Design instr_fetch, sky130hd; sources not shown.
Figure 1. M1 wires (run 1).
Scale bar: 20 um.
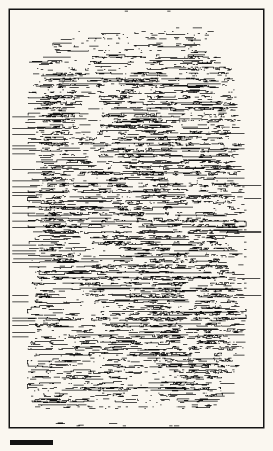
main direction = horizontal
wire length on this layer = 11700 um
vias: 10060
met1 Usage GRT: 26.27%
final WL: 33740 um

Figure 2. Metal 2 (run 1).
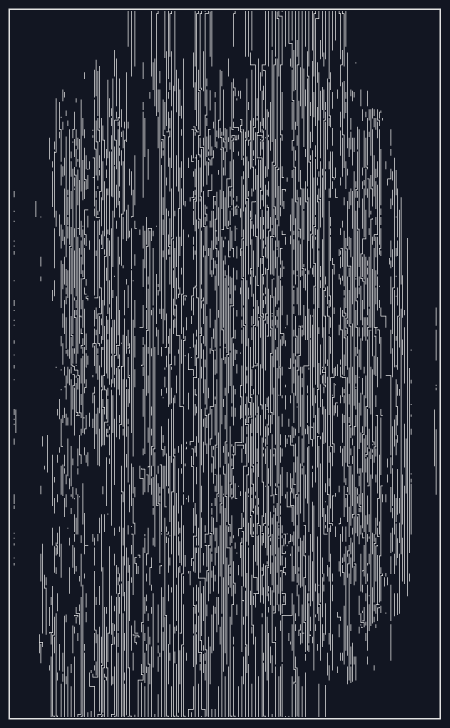
main direction = vertical
longest straight run = 98.3 um
nets with wire on the layer = 1435
grt met2 use: 54.21%

Figure 3. M3 wires (run 1).
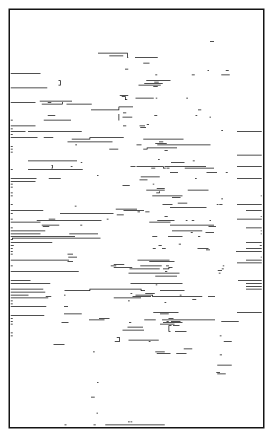
longest straight run = 40.9 um
share of all routed wire = 5.4%
main direction = horizontal
nets with wire on the layer = 201
grt met3 use: 4.846%

==> out/results.tsv, run 1 <==
stage	metric	value	unit
floorplan	dieWidth	118.0	um
setup_path	cp.required	2.64	ns
setup_path	cpMostUsedCell	nand2_1	
power	leakage	0.005419	uW
final_layout	clk_share	4.833	%
setup_path	critPathTopFamily	AND-OR/OR-AND gates	
timing	layout_setup_ws	0.0004854	ns
status	status	finished clean	
clock_network	cts.sinks	164	
logic_synthesis	syn_avg_cell_area	6.391	um^2
final_layout	fill_cells	1581	
logic_synthesis	ys_types	37	
setup_path	max_stage_delay	0.41	ns
clock_network	tritoncts	built	
routing	drc_errors	0	
placement	dp_slack	-0.5660	ns
final_layout	comb_area_share	41.86	%
placement	post_dp_cell_area	0.01137	mm^2
power	max-vdd-ir-drop	650.2	uV
setup_path	setup.worst_path.start_class	primary input	
final_layout	fin_util	68.42	%
timing	grt_setup_unrepaired	yes	
floorplan	taps	234	
logic_synthesis	synthFlopType	dfxtp_1	
final_layout	nets	1745	
placement	io_buffer_count	197	
clock_network	holdBufCountCts	0	
job	maxCapViolations	0	
## run 1: cell usage in the layout (no fill, tap or decap), types with 4 or more instances in the layout
master,Yosys,layout
a21oi_1,120,113
a21oi_2,0,7
and2_1,8,8
buf_4,0,4
clkbuf_1,40,40
clkbuf_16,0,17
clkdlybuf4s50_1,0,197
dfxtp_1,164,145
dfxtp_2,0,19
ha_1,32,18
ha_4,0,11
inv_1,209,209
nand2_1,338,324
nand2_2,2,15
nand3_1,62,59
nand3_2,1,4
nand3b_1,9,9
nand4_1,19,19
nor2_1,204,195
nor2_2,7,14
nor2_4,2,4
nor3_1,36,34
nor4_1,4,4
o21ai_0,104,104
o21bai_1,9,7
xnor2_1,9,9
xor2_1,23,23
## run 1: per-layer routing
layer | wire [um] | track usage [%] | up-vias
li1 | - | - | 4955
met1 | 11690 | 26.27 | 4593
met2 | 18230 | 54.21 | 396
met3 | 1809 | 4.846 | 114
met4 | 2001 | 19.90 | 0
met5 | 0 | 0 | -
## run 1: cell families after synthesis
kind of cell | count (synthesis) | synth area share (%)
AND-OR/OR-AND | 242 | 13.76
XOR/XNOR | 32 | 3.079
adder cells (fa/ha/maj) | 32 | 4.399
buffers and inverters | 254 | 10.48
flip-flops | 164 | 36.07
AND/OR/NAND/NOR | 700 | 32.21
## run 1: tightest hold or removal path, cell delays in order, from the launching register on
cell	delay, ns
dfxtp_1	0.29
inv_1	0.06
a21oi_1	0.05
## run 1: power by group
part | internal (uW) | switching, uW | leakage, uW
sequential | 2960 | 138 | 0.00134
clock | 1690 | 1160 | 0.000286
combinational | 588 | 874 | 0.00379
total | 5240 | 2170 | 0.00542
## run 1: what timing repair did
action                                  in CTS  in global routing
endpoints found under the setup margin      14                 55
pin swaps                                    0                  5
hold endpoints to repair                     0                  0
gates resized                               11                 68
setup buffers                                0                  4
Figure 4. Track usage over the die (run 1).
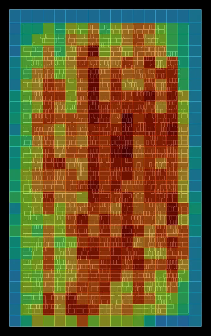

==> run 2, diff against run 1 <==
- CORE_UTILIZATION: 50 -> 30
- PLACE_DENSITY: 0.79 -> unset
Figure 5. Track usage over the die (run 2).
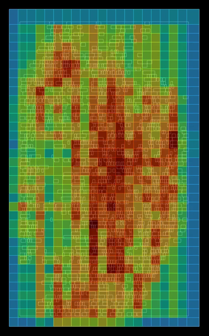
overall routing resource usage: 19.48%
GRT busiest layer: met2
grt met2 use: 37.58%
DR WL/cell: 17.69 um
met1 Usage GRT: 18.24%

Figure 6. M1 wires (run 2).
Scale bar: 50 um.
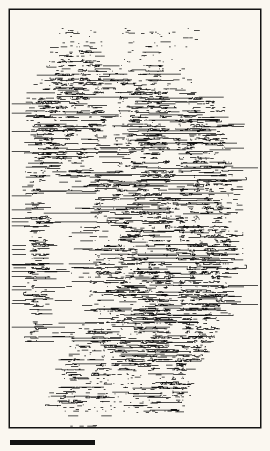
wire length on this layer = 12700 um
share of all routed wire = 35%
longest straight run = 43.7 um
final WL: 36140 um
vias: 9859

==> run 2 against run 1 <==
Area after synthesis unchanged. Sequential share of layout area decreased by 0.23 points. Critical path depth unchanged.
==> out/results.tsv, run 2 <==
stage	metric	value	unit	change
final_layout	nets	1744		was 1745
power	power_switching	2280	uW	was 2173 uW
routing	wl_met1	12670	um	was 11690 um
floorplan	dieWidth	147.7	um	was 118.0 um
power	p_int	4989	uW	was 5240 uW
placement	dp_slack	-0.6326	ns	was -0.5660 ns
routing	wl_met2	19620	um	was 18230 um
setup_path	setup.worst_path.start_class	primary input		unchanged
routing	drc_errors	0		unchanged
logic_synthesis	syn_avg_cell_area	6.391	um^2	unchanged
power	seq_power_share	42.6	%	was 41.9%
grt	met3_usage	4.409	%	was 4.846%
final_layout	fin_util	41.56	%	was 68.42%
final_layout	layout_top_cell	nand2_1		unchanged
routing	highest_layer	met4		unchanged
power	p_sw_share	31.36	%	was 29.32%
power	combPwrFrac	20.1	%	was 19.7%
final_layout	lay_top_cells	319 x nand2_1, 208 x inv_1, 197 x clkdlybuf4s50_1		was 324 x nand2_1, 209 x inv_1, 197 x clkdlybuf4s50_1
status	status	finished clean		unchanged
clock_network	tritoncts	built		unchanged
power	max-vdd-ir-drop	426.4	uV	was 650.2 uV
clock_network	cts.sinks	164		unchanged
timing	grt_setup_unrepaired	yes		unchanged
final_layout	fill_cells	3259		was 1581
logic_synthesis	ys_types	37		unchanged
logic_synthesis	synthFlopType	dfxtp_1		unchanged
clock_network	holdBufCountCts	0		unchanged
[run 2: cells by family (layout without fill, tap and decap cells)]
kind of cell / Yosys count / in the layout / share of synthesized area, %
AOI/OAI and AO/OA: 242 / 242 / 13.76
xor gates and xnor gates: 32 / 32 / 3.079
adders and majority gates: 32 / 32 / 4.399
buffers and inverters: 254 / 486 / 10.48
DFF: 164 / 164 / 36.07
and+or+nand+nor: 700 / 700 / 32.21
[run 2: area by class of cell]
| class | instances | area (um^2) | area share [%] |
|---|---|---|---|
| multi-input combinational | 1006 | 5136 | 41.26 |
| sequential | 164 | 3318 | 26.66 |
| timing repair buffer | 200 | 1994 | 16.02 |
| inverter | 212 | 795.8 | 6.393 |
| tap | 387 | 484.2 | 3.890 |
| clock buffer | 18 | 439.2 | 3.528 |
| buffer | 42 | 160.2 | 1.287 |
| clock inverter | 14 | 120.1 | 0.9649 |
[run 2: worst max-delay path, cell delays in order]
cell and delay (ns):
clkdlybuf4s50_1 0.48, ha_4 0.33, nand2_1 0.12, inv_1 0.10, nand2_1 0.13, nor2_1 0.22
and2_1 0.16, nand2_1 0.08, nand3_1 0.11, nand3_2 0.13, nand2_2 0.12, nand2_1 0.08
nor2_1 0.10
[run 2: power by group through the flow]
| stage | Sequential (uW) | Combinational [uW] | Clock (uW) |
|---|---|---|---|
| final | 3100 | 1460 | 2710 |
| after CTS | 3090 | 1410 | 2780 |
| after global placement | 3150 | 1390 | 0 |
| after global routing | 3110 | 1610 | 2890 |
| after floorplan | 3220 | 669 | 0 |
| after detailed placement | 3150 | 1390 | 0 |
[run 2: what timing repair did]
item | in CTS | in global routing
setup endpoints to repair | 64 | 43
buffers inserted | 1 | 2
pin swaps | 1 | 2
resized | 21 | 73
Figure 7. M3 wires (run 2).
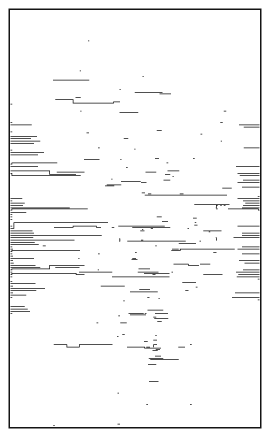

==> run 3, diff against run 2 <==
- clock period: 2.3 -> 2.85 ns (I/O delays scaled with it)
Figure 8. M3 wires (run 3).
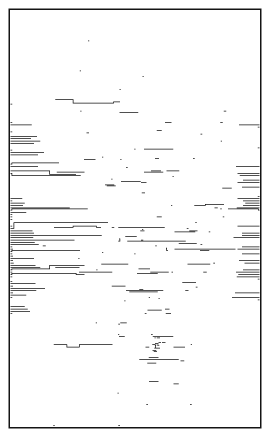
main direction = horizontal
wire length on this layer = 1850 um
share of all routed wire = 5.2%
longest straight run = 55.4 um
nets with wire on the layer = 155
final WL: 35820 um
vias: 9750
grt met3 use: 4.373%

Figure 9. Track usage over the die (run 3).
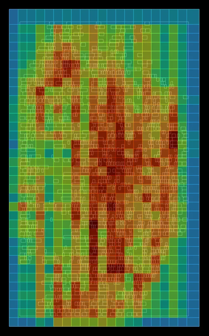
grt met2 use: 37.64%
Final Core Density: 40.47%
met1 Usage GRT: 18.20%
overall routing resource usage: 19.45%
DR WL/cell: 17.56 um

==> run 3 against run 2 <==
Wire length decreased by 0.89%. Sequential cell count did not move. Via count decreased by 1.1%. Largest cell class unchanged. Largest power group unchanged.
==> out/results.tsv, run 3 <==
stage	metric	value	unit	change
power	p_sw_share	31.20	%	was 31.36%
routing	wl_met3	1846	um	was 2024 um
floorplan	dieWidth	147.7	um	unchanged
worst_hold_path	hold_path_depth	2		unchanged
timing	grt_setup_unrepaired	no		was yes
floorplan	rows	84		unchanged
routing	highest_layer	met4		unchanged
setup_path	cp.arrival	2.85	ns	was 2.61 ns
power	power_switching	1807	uW	was 2280 uW
timing	setup_viol	0		unchanged
clock_network	cts.sinks	164		unchanged
logic_synthesis	synthFlopType	dfxtp_1		unchanged
final_layout	nets	1741		was 1744
grt	grt_pass1_vias	9951		was 9948
setup_path	max_stage_delay	0.64	ns	was 0.48 ns
power	seq_power_share	43.0	%	was 42.6%
power	combPwrFrac	19.3	%	was 20.1%
setup_path	cp_cell_sequence	clkdlybuf4s50_1, nand2_1, nor2_1, clkinv_1, clkbuf_1, o21ai_0, a21oi_1		was clkdlybuf4s50_1, ha_4, nand2_1, inv_1, nand2_1, nor2_1, and2_1, nand2_1, nand3_1, nand3_2, nand2_2, nand2_1, nor2_1
final_layout	lay_top_cells	338 x nand2_1, 209 x inv_1, 204 x nor2_1		was 319 x nand2_1, 208 x inv_1, 197 x clkdlybuf4s50_1
timing	slew_headroom	44.91	%	was 54.11%
routing	drt_iter0_drc	491		was 432
power	power.clock.fraction	37.7	%	was 37.2%
logic_synthesis	fp_nets	1525		unchanged
status	status	finished clean		unchanged
job	maxCapViolations	0		unchanged
logic_synthesis	syn_avg_cell_area	6.391	um^2	unchanged
setup_path	setup.worst_path.start_class	primary input		unchanged
logic_synthesis	ys_types	37		unchanged
setup_path	cp.required	3.15	ns	was 2.67 ns
routing	wl_met1	12670	um	about the same
routing	drc_errors	0		unchanged
power	leakage	0.005353	uW	was 0.005387 uW
power	p_int	3986	uW	was 4989 uW
power	max-vdd-ir-drop	343.5	uV	was 426.4 uV
routing	wl_met2	19500	um	was 19620 um
routing	postRouteAntennaNets	0		unchanged
clock_network	path_clk_slew	0.07	ns	about the same
clock_network	post_cts_buffers	0		was 1
clock_network	tritoncts	built		unchanged
placement	io_buffer_count	197		unchanged
final_layout	layout_top_cell	nand2_1		unchanged
run 3: kinds of logic (layout without fill, tap and decap cells):
group	Yosys count	count (layout)	share of synthesized area [%]
buf+inv	254	483	10.48
simple gates	700	700	32.21
xor+xnor	32	32	3.079
compound gates	242	242	13.76
flops	164	164	36.07
fa+ha+maj	32	32	4.399
run 3: area by class of cell:
class                      instances  area [um^2]
buffer                            42        157.7
fill                            3284        17830
sequential                       164         3283
clock buffer                      18        439.2
timing repair buffer             197         1972
inverter                         212        795.8
multi-input combinational       1006         4870
tap                              387        484.2
clock inverter                    14        120.1
run 3: critical path, delay by kind of cell:
kind                   cells  cell delay (ns)
AND-OR/OR-AND              2             0.35
buffers and inverters      3             1.22
AND/OR/NAND/NOR            2             0.71
run 3: stage by stage:
step / power, uW / setup TNS [ns] / area, um^2 / hold slack, ns / setup slack (ns)
floorplan: 3141 / 0 / 9101 / 0.4297 / 0.9090
global placement: 3660 / -4.985 / 11560 / 0.4347 / -0.2116
detailed placement: 3665 / -5.010 / 11560 / 0.4426 / -0.1926
CTS: 5862 / 0 / 12120 / 0.4480 / 0.02144
global route: 6072 / 0 / 12120 / 0.4605 / 0.1533
finish: 5793 / 0 / 12120 / 0.4469 / 0.2970
run 3: power groups by stage:
stage	combinational (uW)	sequential [uW]	clock (uW)
after global placement	1120	2540	0
final	1120	2490	2180
after CTS	1130	2490	2240
after detailed placement	1120	2540	0
after floorplan	540	2600	0
after global routing	1240	2500	2330
run 3: timing repair:
action	4_1_cts	5_1_grt
setup endpoints to repair	0	1
hold buffers	0	0
gates resized	0	1
run 3: routing by layer:
metal / GRT usage [%] / up-vias
met2: 37.64 / 263
li1: - / 4942
met4: 11.33 / 0
met1: 18.20 / 4459
met3: 4.373 / 86
met5: 0 / -
Power and IR drop assume default switching activity.
